===== src/rtl/fetch_pkg.sv =====
// Shared types and constants for the instruction fetch controller.
package fetch_pkg;

  typedef enum logic [1:0] {
    StIdle,
    StRun,
    StDrain
  } fetch_state_e;

  localparam logic [31:0] RESET_PC_DEFAULT = 32'h0;
  localparam logic [31:0] PC_INC           = 32'd4;

endpackage


===== src/rtl/fetch_fifo2.sv =====
// Two-entry {pc, data} FIFO with registered head outputs and synchronous flush.
module fetch_fifo2 #(
  parameter int unsigned DATA_W = 32
) (
  input  logic              clk,
  input  logic              rst,
  input  logic              flush,
  input  logic              push,
  input  logic [31:0]       push_pc,
  input  logic [DATA_W-1:0] push_data,
  input  logic              pop,
  output logic              valid,
  output logic [31:0]       head_pc,
  output logic [DATA_W-1:0] head_data,
  output logic [1:0]        count
);

  logic [31:0]       head_pc_q, tail_pc_q;
  logic [DATA_W-1:0] head_data_q, tail_data_q;
  logic [1:0]        count_q;

  // Flush wins over push/pop: a handshake in the flush cycle is still consumed.
  always_ff @(posedge clk) begin
    if (rst) begin
      head_pc_q   <= '0;
      head_data_q <= '0;
      tail_pc_q   <= '0;
      tail_data_q <= '0;
      count_q     <= 2'd0;
    end else if (flush) begin
      count_q <= 2'd0;
    end else begin
      case ({push, pop})
        2'b10: begin
          if (count_q == 2'd0) begin
            head_pc_q   <= push_pc;
            head_data_q <= push_data;
          end else begin
            tail_pc_q   <= push_pc;
            tail_data_q <= push_data;
          end
          count_q <= count_q + 2'd1;
        end
        2'b01: begin
          head_pc_q   <= tail_pc_q;
          head_data_q <= tail_data_q;
          count_q     <= count_q - 2'd1;
        end
        2'b11: begin
          if (count_q == 2'd1) begin
            head_pc_q   <= push_pc;
            head_data_q <= push_data;
          end else begin
            head_pc_q   <= tail_pc_q;
            head_data_q <= tail_data_q;
            tail_pc_q   <= push_pc;
            tail_data_q <= push_data;
          end
        end
        default: ;
      endcase
    end
  end

  assign valid     = (count_q != 2'd0);
  assign head_pc   = head_pc_q;
  assign head_data = head_data_q;
  assign count     = count_q;

endmodule


===== src/rtl/instr_fetch_ctrl.sv =====
// Instruction fetch sequencer: PC, ROM read issue, 2-entry buffer, redirect and halt.
// Define FETCH_BOUND_CHECK_EN to stop on fetches beyond DEPTH and expose a sticky fetch_err.
module instr_fetch_ctrl
  import fetch_pkg::*;
#(
  parameter int unsigned DATA_W   = 32,
  parameter int unsigned DEPTH    = 2048,
  parameter logic [31:0] RESET_PC = RESET_PC_DEFAULT
) (
  input  logic              clk,
  input  logic              rst,
  input  logic              start,
  input  logic              halt,
  input  logic              redirect_valid,
  input  logic [31:0]       redirect_pc,
  output logic [31:0]       rom_addra,
  output logic              rom_en,
  input  logic [DATA_W-1:0] rom_dout,
  output logic              instr_valid,
  input  logic              instr_ready,
  output logic [DATA_W-1:0] instr_data,
  output logic [31:0]       instr_pc,
  output logic              busy
`ifdef FETCH_BOUND_CHECK_EN
  , output logic            fetch_err
`endif
);

  fetch_state_e state_q;
  logic [31:0]  pc_q, inflight_pc_q;
  logic         inflight_q;
  logic [1:0]   fifo_count;
  logic [2:0]   occupancy;
  logic         pop, kill, push, can_issue, in_bounds;
  logic         unused_redirect_lsbs;

  assign unused_redirect_lsbs = ^redirect_pc[1:0];

  assign pop  = instr_valid & instr_ready;
  assign kill = redirect_valid & (state_q != StIdle);
  assign push = inflight_q & ~kill;

  // Slots still committed after this cycle's handshake; ROM latency caps inflight at one.
  assign occupancy = {1'b0, fifo_count} + {2'b00, inflight_q} - {2'b00, pop};
  assign can_issue = (state_q == StRun) & ~redirect_valid & ~halt & (occupancy < 3'd2);

`ifdef FETCH_BOUND_CHECK_EN
  logic fetch_err_q;
  logic bound_err;

  assign in_bounds = ({2'b00, pc_q[31:2]} < DEPTH);
  assign bound_err = can_issue & ~in_bounds;
  assign fetch_err = fetch_err_q;
`else
  // Without the check the ROM simply aliases out-of-range word addresses.
  logic unused_depth;

  assign unused_depth = (DEPTH == 0);
  assign in_bounds    = 1'b1;
`endif

  assign rom_en    = can_issue & in_bounds;
  assign rom_addra = rom_en ? {2'b00, pc_q[31:2]} : 32'd0;
  assign busy      = (state_q != StIdle);

  always_ff @(posedge clk) begin
    if (rst) begin
      state_q       <= StIdle;
      pc_q          <= RESET_PC;
      inflight_q    <= 1'b0;
      inflight_pc_q <= '0;
`ifdef FETCH_BOUND_CHECK_EN
      fetch_err_q   <= 1'b0;
`endif
    end else begin
      inflight_q <= rom_en;
      if (rom_en) inflight_pc_q <= pc_q;

      if (kill) begin
        pc_q <= {redirect_pc[31:2], 2'b00};
      end else if (rom_en) begin
        pc_q <= pc_q + PC_INC;
      end

      unique case (state_q)
        StIdle: begin
          if (start) begin
            state_q <= StRun;
            pc_q    <= RESET_PC;
`ifdef FETCH_BOUND_CHECK_EN
            fetch_err_q <= 1'b0;
`endif
          end
        end
        StRun: begin
`ifdef FETCH_BOUND_CHECK_EN
          if (bound_err) fetch_err_q <= 1'b1;
          if (halt || bound_err) state_q <= StDrain;
`else
          if (halt) state_q <= StDrain;
`endif
        end
        StDrain: begin
          if ((fifo_count == 2'd0) && !inflight_q) state_q <= StIdle;
        end
        default: state_q <= StIdle;
      endcase
    end
  end

  fetch_fifo2 #(
    .DATA_W (DATA_W)
  ) u_fifo (
    .clk       (clk),
    .rst       (rst),
    .flush     (kill),
    .push      (push),
    .push_pc   (inflight_pc_q),
    .push_data (rom_dout),
    .pop       (pop),
    .valid     (instr_valid),
    .head_pc   (instr_pc),
    .head_data (instr_data),
    .count     (fifo_count)
  );

endmodule


===== config.mk =====
export PLATFORM = sky130hd
export DESIGN_NAME = instr_fetch_ctrl
export DESIGN_NICKNAME = d
export VERILOG_FILES = /design/src/rtl/fetch_pkg.sv /design/src/rtl/fetch_fifo2.sv /design/src/rtl/instr_fetch_ctrl.sv
export SDC_FILE = /design/constraint.sdc
export NUM_CORES = 1
export LEC_CHECK = 0
export CAP_MARGIN = 30
export CELL_PAD_IN_SITES_DETAIL_PLACEMENT = 0
export CELL_PAD_IN_SITES_GLOBAL_PLACEMENT = 2
export CORE_MARGIN = 1
export CORE_UTILIZATION = 30
export DETAILED_ROUTE_END_ITERATION = 10
export GPL_TIMING_DRIVEN = 0
export PLACE_DENSITY_LB_ADDON = 0.08
export SYNTH_ARGS = -nofsm -noshare
export SYNTH_HDL_FRONTEND = slang
export SYNTH_SLANG_ARGS = --single-unit

===== constraint.sdc =====
create_clock -name clk -period 3.6 [get_ports clk]
set_input_delay 0.36 -clock clk [delete_from_list [all_inputs] [get_ports clk]]
set_output_delay 0.36 -clock clk [all_outputs]
set_load 0.01 [all_outputs]

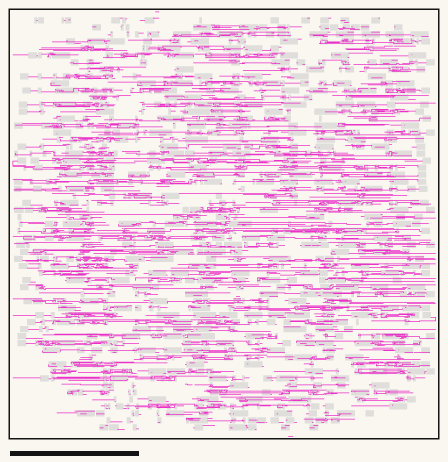
**Above:** signal wires on met1.
Bar = 50 um.
longest straight run = 50.1 um
nets with wire on the layer = 1096
share of all routed wire = 51%
wire length on this layer = 12500 um
final WL: 24.6 mm
met1 Track Usage GR: 25.7%

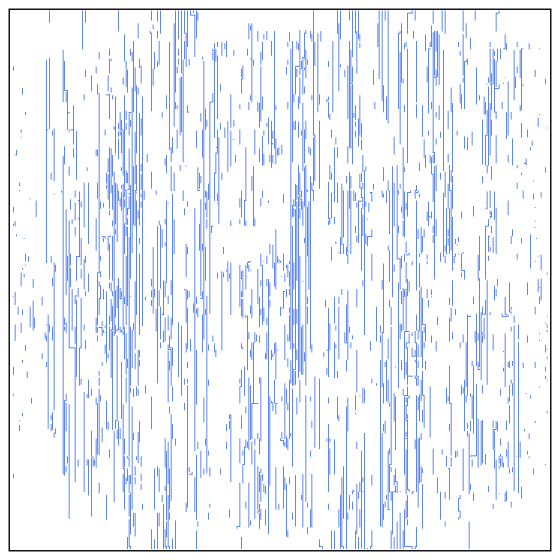
**Above:** the metal 2 layer.
nets with wire on the layer = 921
main direction = vertical
longest straight run = 97.6 um
share of all routed wire = 44%
wire length on this layer = 10800 um
Via Count: 7068
met2 Use GR: 28.2%

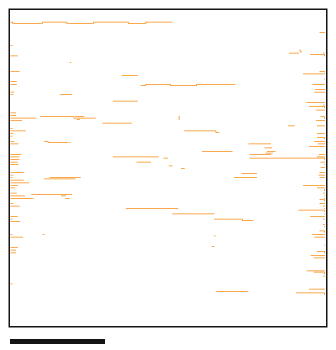
**Above:** metal 3.
Bar = 50 um.
share of all routed wire = 3.9%
wire length on this layer = 957 um
main direction = horizontal
M3 GR Usage: 3.27%

==> flow_metrics.tcl <==
# yosys + openroad results
set metrics [dict create \
    status "complete, but fails checks" \
    violations "DRC" \
    worstSetupPathDepth 13 \
    seq_power_share_pct 46.8 \
    io_pins 169 \
    drc 12 \
    worst-path-buf-inv 5 \
    setup_ws_ns 0.118 \
    p_total_mw 5.04 \
    place.gp.congestion 0.844 \
    viasPerCell 4.83 \
    path_clk_slew_ns 0.07 \
    first_pass_iters 10 \
    warning_count 31 \
    fill_cells 2718 \
    p_leak_nw 4.50 \
    cts.htree.levels 4 \
    netlist-cell-type-count 42 \
    pwr-share-clk_pct 37.8 \
    fmax_mhz 287 \
    grt_pass1_wl_mm 38.7 \
    clock.latency.late_pin_ns 0.43 \
    cp-start-kind "flop" \
    clk_path_buf_depth 2 \
    maxSlewHeadroom_pct 36.4 \
    critPathMaxFanout 9 \
    yosys_cells 922 \
    area_growth_syn_to_layout_pct 34.0 \
    core-area_um2 26200 \
    hold_buffers 0 \
    synth_warnings 0 \
    track_usage_pct 18.1 \
    die_area_um2 27500 \
    dpl-instance-area_um2 10100 \
    ys_seq_share_pct 49.0 \
    antenna_left 0 \
    skew_ns 0.0143 \
    setup_viol 0 \
    syn_area_um2 8050 \
    critPathRequiredTime_ns 3.24 \
    antenna_found_initial 0 \
    cts_tree "done" \
    ys_ff 197 \
    fp-row-count 59 \
    drive_gt1_share_pct 10.0 \
    diodes 0 \
    place_worst_setup_slack_ns -0.883 \
    peakVddDrop_mv 0.283 \
    path_cells "inv_2 > ha_4 > nand2b_4 > inv_2 > nor2_2 > o21ai_2 > fa_1 > nand2b_1 > or3_4 > inv_8 > buf_8 > ha_1 > clkdlybuf4s15_2" \
    syn_area_per_cell_um2 8.73 \
    combPwrFrac_pct 15.5 \
    syn_inst 922 \
    routedWlPerCell_um 16.8 \
    edf_count 0 \
    tns_ns 0 \
    cp-end-kind "output pin" \
    critical_path.slowest_cell "fa_1" \
    crit_arrival_ns 3.12 \
    cts_root_buffer "clkbuf_16" \
    initCoreUtil_pct 30.7 \
    crit_type "reg -> out" \
    die_h_um 166 \
    internal_power_mw 3.65 \
    stdcell_count 1462 \
    yosys_area_um2 8050 \
    reg2reg_depth 13 \
    ff_type "dfxtp_1" \
    cts_resized 79 \
    power.density_nw_per_um2 467 \
    grt_pass1_vias 6799 \
    hold_violations 0 \
    place.port_buffers 164 \
    post-cts-setup-buffers 4 \
    dp_cells 1423 \
    drt_iter0_markers 402 \
    dpl.hpwl_mm 18.1 \
    drv_cap 0 \
    switching_share_pct 27.5 \
    rsz0062_at_grt "yes" \
    min_path_cells 2 \
    post-route-util_pct 41.2 \
    nets 1191 \
    cp_common_cell "inv_2" \
    hold_slack_ns 0.455 \
    min_path_type "reg -> reg" \
    finalMaxSlewViolations 0 \
    period_used_pct 96.7 \
]
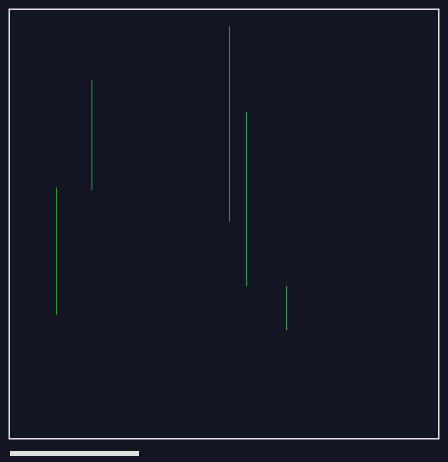
**Above:** the metal 4 layer.
Bar = 50 um.
nets with wire on the layer = 4
main direction = vertical

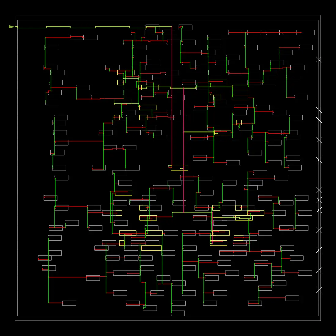
**Above:** the clock network.
TritonCTS Buffers: 17
clock sink total: 197
Power Clock: 1.90 mW

==> metal layers <==
| layer | vias to the layer above | global-route usage [%] | part of all wire [%] |
|---|---|---|---|
| met1 | 3269 | 25.7 | 51 |
| met2 | 179 | 28.2 | 44 |
| li1 | 3605 | - | - |
| met3 | 15 | 3.27 | 3.9 |
| met5 | - | 0 | 0 |
| met4 | 0 | 4.27 | 1.0 |
==> worst paths after layout <==
check	from	end	slack [ns]
worst max-delay path	u_fifo.count[0]$_SDFFE_PP0P_	rom_addra[0]	0.12
worst min-delay path	pc_q[0]$_SDFF_PP0_	inflight_pc_q[0]$_SDFFE_PP0N_	0.45
worst min register to register	pc_q[0]$_SDFF_PP0_	inflight_pc_q[0]$_SDFFE_PP0N_	0.45
worst max register to register	u_fifo.count[0]$_SDFFE_PP0P_	pc_q[31]$_SDFF_PP0_	0.41
==> synthesized netlist by cell type, types with 5 or more instances <==
library cell / number / area, um^2
dfxtp_1: 197 / 3940
nor3_1: 71 / 355
xnor2_1: 16 / 140
mux2i_1: 65 / 651
a31oi_1: 5 / 31.3
or3_1: 7 / 43.8
nand2_1: 82 / 308
buf_2: 12 / 60.1
nor2_1: 138 / 518
inv_1: 40 / 150
a221oi_1: 64 / 561
clkbuf_1: 59 / 221
and4_1: 5 / 43.8
ha_1: 6 / 75.1
nand4_1: 9 / 56.3
a21oi_1: 57 / 285
xor2_1: 11 / 96.3
o21ai_1: 5 / 25.0
nand3_1: 6 / 30.0
and3_1: 6 / 37.5
o21ai_0: 28 / 140
==> power groups by stage <==
stage | clock network [mW] | logic, mW | registers (mW)
2_1_floorplan | 0 | 0.329 | 2.43
3_3_place_gp | 0 | 0.753 | 2.40
3_5_place_dp | 0 | 0.753 | 2.41
4_1_cts | 1.97 | 0.774 | 2.36
5_1_grt | 2.05 | 0.852 | 2.37
6_report | 1.90 | 0.778 | 2.35
==> layout make-up <==
cell class | instances | area [um^2] | area share [%]
Buffer | 71 | 325 | 3.02
Tap cell | 335 | 419 | 3.89
Clock buffer | 19 | 443 | 4.11
Sequential cell | 197 | 3950 | 36.6
Multi-Input combinational cell | 609 | 3720 | 34.5
Timing Repair Buffer | 175 | 1620 | 15.0
Inverter | 43 | 169 | 1.57
Clock inverter | 13 | 141 | 1.31
==> cells in the final DEF, fill, tap and decap left out, types with 27 or more instances in the layout <==
cell and n:
clkdlybuf4s50_1 133, a21oi_1 57, dfxtp_1 195, nand2_1 70, a221oi_1 64, clkbuf_1 58
o21ai_0 27, mux2i_1 65, nor3_1 71, inv_1 37, nor2_1 136
==> cell families (layout without fill, tap and decap cells) <==
family	Yosys count	after routing	share of synthesized area, %
simple gates	340	340	19.2
buf+inv	117	321	5.73
xor+xnor	27	27	2.94
compound gates	168	168	13.8
fa+ha+maj	7	7	1.18
other cells	1	2	0.0466
mux	65	65	8.08
flops	197	197	49.0
==> sequential cells by signal (all words and copies together), names as in the netlist <==
| register | flops |
|---|---|
| inflight_q | 1 |
| u_fifo.tail_data_q | 32 |
| u_fifo.tail_pc_q | 32 |
| state_q | 2 |
| pc_q | 32 |
| u_fifo.count | 2 |
| u_fifo.head_data | 32 |
| inflight_pc_q | 32 |
| u_fifo.head_pc | 32 |
Power figures rest on the tool's default switching activity, not on a simulated workload.
